--- src/rtl/v68k_pkg.sv ---
// Shared encodings for the 68000-style register file write path:
// operand sizes and the long-write sequencer states.
package v68k_pkg;

    localparam logic [1:0] SZ_BYTE = 2'b00;
    localparam logic [1:0] SZ_WORD = 2'b01;
    localparam logic [1:0] SZ_LONG = 2'b10;
    localparam logic [1:0] SZ_ILL  = 2'b11;

    localparam logic [0:0] ST_IDLE    = 1'b0;
    localparam logic [0:0] ST_LONG_LO = 1'b1;

    // Sizes that modify a register on a single beat.
    function automatic logic is_single_beat(input logic [1:0] size);
        return (size == SZ_BYTE) || (size == SZ_WORD);
    endfunction

endpackage

--- src/rtl/lane_merge.sv ---
// Combinational lane merge: computes the new register value for a byte,
// word (optionally sign-extended) or completed long write.
module lane_merge
    import v68k_pkg::*;
#(
    parameter int width = 16
) (
    input  logic [2*width-1:0] old_val,
    input  logic [width-1:0]   din,
    input  logic [1:0]         size,
    input  logic               sext,
    input  logic [width-1:0]   high,
    input  logic               long_phase,
    output logic [2*width-1:0] new_val
);

    always_comb begin
        new_val = old_val;
        if (long_phase) begin
            // Second long beat: size and sext on the bus are irrelevant.
            new_val = {high, din};
        end else begin
            case (size)
                SZ_BYTE: new_val[7:0] = din[7:0];
                SZ_WORD: begin
                    if (sext)
                        new_val = {{width{din[width-1]}}, din};
                    else
                        new_val = {old_val[2*width-1:width], din};
                end
                default: new_val = old_val;
            endcase
        end
    end

endmodule

--- src/rtl/demux8_reg_writer.sv ---
// Write-side steering into the eight data registers D0-D7, with two-beat
// long-write sequencing, abort and illegal-size error reporting.
module demux8_reg_writer
    import v68k_pkg::*;
#(
    parameter int width = 16
) (
    input  logic                 CLK,
    input  logic                 RESET_N,
    input  logic                 WR_VALID,
    output logic                 WR_READY,
    input  logic [2:0]           WR_SEL,
    input  logic [1:0]           WR_SIZE,
    input  logic                 WR_SEXT,
    input  logic [width-1:0]     DIN,
    input  logic                 ABORT,
    output logic [2*width-1:0]   R0,
    output logic [2*width-1:0]   R1,
    output logic [2*width-1:0]   R2,
    output logic [2*width-1:0]   R3,
    output logic [2*width-1:0]   R4,
    output logic [2*width-1:0]   R5,
    output logic [2*width-1:0]   R6,
    output logic [2*width-1:0]   R7,
    output logic                 LONG_PEND,
    output logic                 ERR
);

    logic [0:0]         state_reg, state_next;
    logic [width-1:0]   high_reg, high_next;
    logic [2:0]         sel_reg, sel_next;
    logic               err_reg, err_next;
    logic               accept;
    logic               long_phase;
    logic               wr_en;
    logic [2:0]         tgt_sel;
    logic [2*width-1:0] old_val;
    logic [2*width-1:0] merged;
    logic [2*width-1:0] r_reg [8];
    logic [7:0]         wen;

    assign WR_READY   = !ABORT;
    assign accept     = WR_VALID && WR_READY;
    assign long_phase = (state_reg == ST_LONG_LO);
    assign tgt_sel    = long_phase ? sel_reg : WR_SEL;
    assign old_val    = r_reg[tgt_sel];

    always_comb begin
        state_next = state_reg;
        high_next  = high_reg;
        sel_next   = sel_reg;
        err_next   = 1'b0;
        wr_en      = 1'b0;
        case (state_reg)
            ST_IDLE: begin
                if (accept) begin
                    if (is_single_beat(WR_SIZE)) begin
                        wr_en = 1'b1;
                    end else if (WR_SIZE == SZ_LONG) begin
                        state_next = ST_LONG_LO;
                        high_next  = DIN;
                        sel_next   = WR_SEL;
                    end else begin
                        err_next = 1'b1;
                    end
                end
            end
            default: begin
                // Abort wins over a beat offered alongside it (WR_READY is low).
                if (ABORT) begin
                    state_next = ST_IDLE;
                    high_next  = '0;
                    sel_next   = '0;
                    err_next   = 1'b1;
                end else if (accept) begin
                    wr_en      = 1'b1;
                    state_next = ST_IDLE;
                    high_next  = '0;
                    sel_next   = '0;
                end
            end
        endcase
    end

    always_ff @(posedge CLK or negedge RESET_N) begin
        if (!RESET_N) begin
            state_reg <= ST_IDLE;
            high_reg  <= '0;
            sel_reg   <= '0;
            err_reg   <= 1'b0;
        end else begin
            state_reg <= state_next;
            high_reg  <= high_next;
            sel_reg   <= sel_next;
            err_reg   <= err_next;
        end
    end

    lane_merge #(
        .width(width)
    ) u_merge (
        .old_val    (old_val),
        .din        (DIN),
        .size       (WR_SIZE),
        .sext       (WR_SEXT),
        .high       (high_reg),
        .long_phase (long_phase),
        .new_val    (merged)
    );

    generate
        for (genvar gi = 0; gi < 8; gi++) begin : g_reg
            assign wen[gi] = wr_en && (tgt_sel == 3'(gi));

            always_ff @(posedge CLK or negedge RESET_N) begin
                if (!RESET_N)
                    r_reg[gi] <= '0;
                else if (wen[gi])
                    r_reg[gi] <= merged;
            end
        end
    endgenerate

    assign R0        = r_reg[0];
    assign R1        = r_reg[1];
    assign R2        = r_reg[2];
    assign R3        = r_reg[3];
    assign R4        = r_reg[4];
    assign R5        = r_reg[5];
    assign R6        = r_reg[6];
    assign R7        = r_reg[7];
    assign LONG_PEND = long_phase;
    assign ERR       = err_reg;

endmodule

--- config.mk ---
export PLATFORM = sky130hd
export DESIGN_NAME = demux8_reg_writer
export DESIGN_NICKNAME = d
export VERILOG_FILES = /design/src/rtl/v68k_pkg.sv /design/src/rtl/lane_merge.sv /design/src/rtl/demux8_reg_writer.sv
export SDC_FILE = /design/constraint.sdc
export NUM_CORES = 1
export LEC_CHECK = 0
export ABC_AREA = 1
export CAP_MARGIN = 15
export CORE_ASPECT_RATIO = 0.7
export CORE_MARGIN = 2
export CORE_UTILIZATION = 50
export CTS_CLUSTER_SIZE = 40
export DETAILED_ROUTE_END_ITERATION = 8
export HOLD_SLACK_MARGIN = 0.02
export PLACE_DENSITY = 0.77
export SYNTH_ARGS = -nofsm -noshare
export SYNTH_HDL_FRONTEND = slang
export SYNTH_SLANG_ARGS = --single-unit
--- constraint.sdc ---
create_clock -name CLK -period 2.35 [get_ports CLK]
set_input_delay 0.47 -clock CLK [delete_from_list [all_inputs] [get_ports CLK]]
set_output_delay 0.47 -clock CLK [all_outputs]
set_load 0.01 [all_outputs]
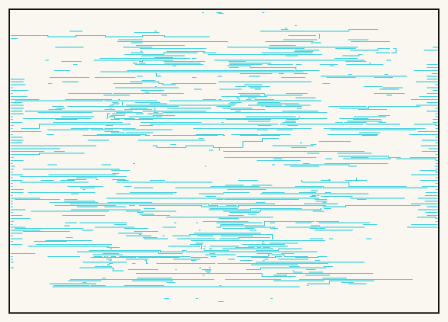
(images/met3.png)
- wire length on this layer: 8820 µm
- nets with wire on the layer: 421

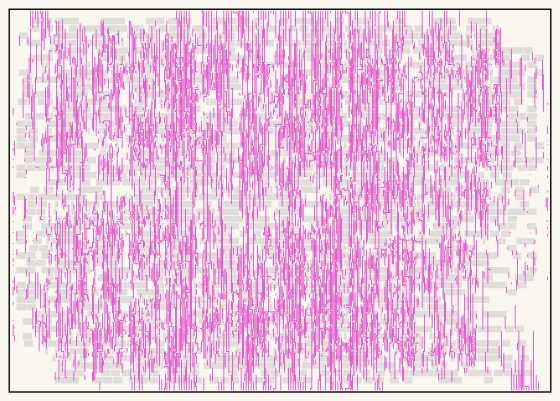
(images/met2.png)
- share of all routed wire: 41%
- longest straight run: 62.0 µm
- main direction: vertical
- wire length on this layer: 21.5 mm
- nets with wire on the layer: 1750
Detailed Route WL: 53.0 mm
met2 global-route usage: 52.1%

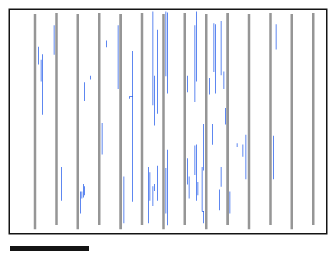
(images/met4.png)
The bar under the picture is 50 µm long. Supply wires on this layer in grey.
- nets with wire on the layer: 44
- share of all routed wire: 2.4%
- main direction: vertical
- wire length on this layer: 1270 µm

==> notes.md <==
run results: initial antenna violation count 0, Basic Gates by Area 43.3%, Post-synth EDFFs 0, area leader, netlist dfrtp_1, Hold Fails Final Rpt 0, Flops 277, metal2 WL 21.5 mm, worst setup path start LONG_PEND, combinational share of cell area 31.6%, die span in y 141 µm, drt drc 0, fin cells 2645, setup ws final 0.124 ns, Total GRT Usage 37.1%, #FFs+latches synth 277, yosys stat area 0.0135 mm², grt total ovfl 0, Clock Sinks 277, register share after synthesis 51.3%, Iter 0 DRT Violations 2083, setup TNS 0 ns, Slew headroom 72.8%, clock power share 28.1%, Fillers 2138, R2R cell count 13, boundary pin count 285, diode count 0, Worst-Margin Slew 0.408 ns, Final setup viols 0, Adder Area Share 0%, core box area 0.0267 mm², Main area contributors dfrtp_1, nand2_1, nand3_1, sw frac 33.3%, CP max stage delay 0.40 ns, Synth top cell by count nand2_1, Int Pwr 10.9 mW, total chip power 16.3 mW, DR vias/cell 5.62, I/O Buffers 284, share of cells above drive strength 1 9.25%, TritonCTS Buffers 28, Arr. time, crit path 2.71 ns, First-pass DRT Iterations 6, Max-area cell share 51.3%, WP buf/inv 7, inverters 28, Latency at later pin 0.55 ns, fin crit period 2.23 ns, FP Core Util 50.7%, flip-flop and latch power 6.65 mW, Max Fclk 449 MHz, H-tree Lvls 1, Combinational Power Share 31.2%, Seq area share 36.4%, Crit Path Max Fanout 16, routed len/inst 20.0 µm, reg2reg end R4[29], WL met1 21.4 mm, maxcap violations 0, final setup skew 0.00950 ns, Dominant Register Cell dfrtp_1, Tap Cells 364, CTS Hold Bufs 1, Critical Path RT 2.83 ns, Setup crit end kind register, number of logic gates 1511, most frequent cells after synthesis nand2_1, dfrtp_1, nand3_1, Cells after Synth 1921, P_comb 5.10 mW, buffer share of cell area 24.1%, Logic area 0.00601 mm², Rows 50, die area 0.0284 mm², Area-dominant class sequential cells, total stage count of the critical path 13, AND-OR/OR-AND Cells, Area Fraction 1.04%, clock-cell share of area 4.89%, Max Used Layer met4, cell chain of the critical path buf_12, nand2_2, nand2_8, buf_4, nor2_4, buf_12, buf_4, inv_1, nor2_2, buf_4, buf_12, nand2_1, nand2_1, Cells after DPL 2596, Routed Antenna Nets 0, hold slack 0.406 ns, CP max stage cell dfrtp_1, clock buffer depth 3, syn nets 1947, post-DP HPWL 37.5 mm, Worst Setup EP R4[29], post-cts sizing count 0, Seq pwr share 40.7%, clock root cell clkbuf_16, Die Wd 200 µm, xor/xnor share 0%, number of non-clock buffers 417, switching power 5.43 mW, vias in the first global route 14100, leakage 10.1 nW, dominant logic cell type in the layout nand2_1, Top pwr grp registers, Pins Over Slew Limit 0, first-pass GRT wire length 81.7 mm, number of cells in Yosys stat 1921, Mapped Area 0.0135 mm², Layout Cell Area excl Fill 0.0190 mm², Layout area overhead 40.9%, Max VDD drop 556 µV, Logic family by area simple AND/OR/NAND/NOR gates, postcts setup bufs 0, Worst-path clk slew 0.07 ns, Total Nets Final 2289, Critical R2R Launch LONG_PEND, PD cells 858 mW/mm², Synth async-reset ratio 100%, TritonCTS clock tree yes, area fraction in mux cells 0%, Cell Type Count 24, P_clk 4.58 mW, Min-Delay Path Class in -> async, CLK BUF 40, startpoint types register, DP Area 0.0181 mm², Syn Area/Cell 7.03 µm², largest net degree at the start of global routing 69, status finished, final reports clean, Log Warnings 26, gpl congestion 0.964, Crit path max-delay family buffers and inverters, met3 WL 8.82 mm, Syn. warnings 0
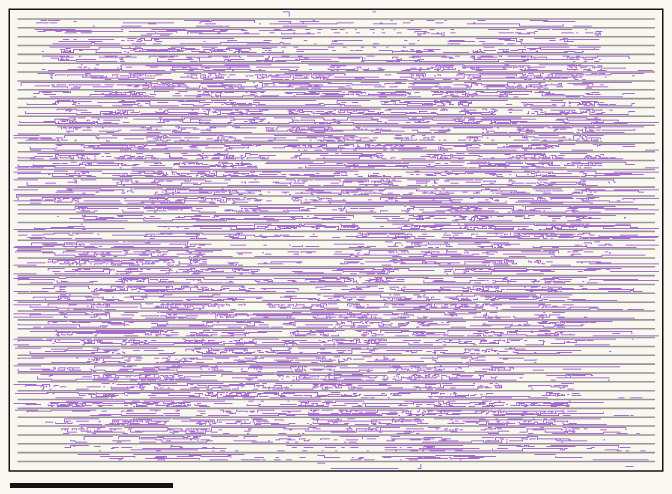
(images/met1.png)
The bar under the picture is 50 µm long. Supply wires on this layer in grey.
- nets with wire on the layer: 2038
- main direction: horizontal
- share of all routed wire: 40%
- wire length on this layer: 21.4 mm
- longest straight run: 60.3 µm
met1 usage: 54.4%
via count: 14900

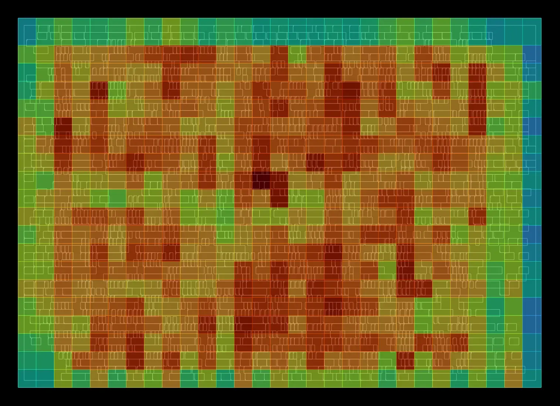
(images/final_congestion.png)
GRT met3 Usage: 13.9%
fin util: 71.4%

Power figures rest on the tool's default switching activity, not on a simulated workload.
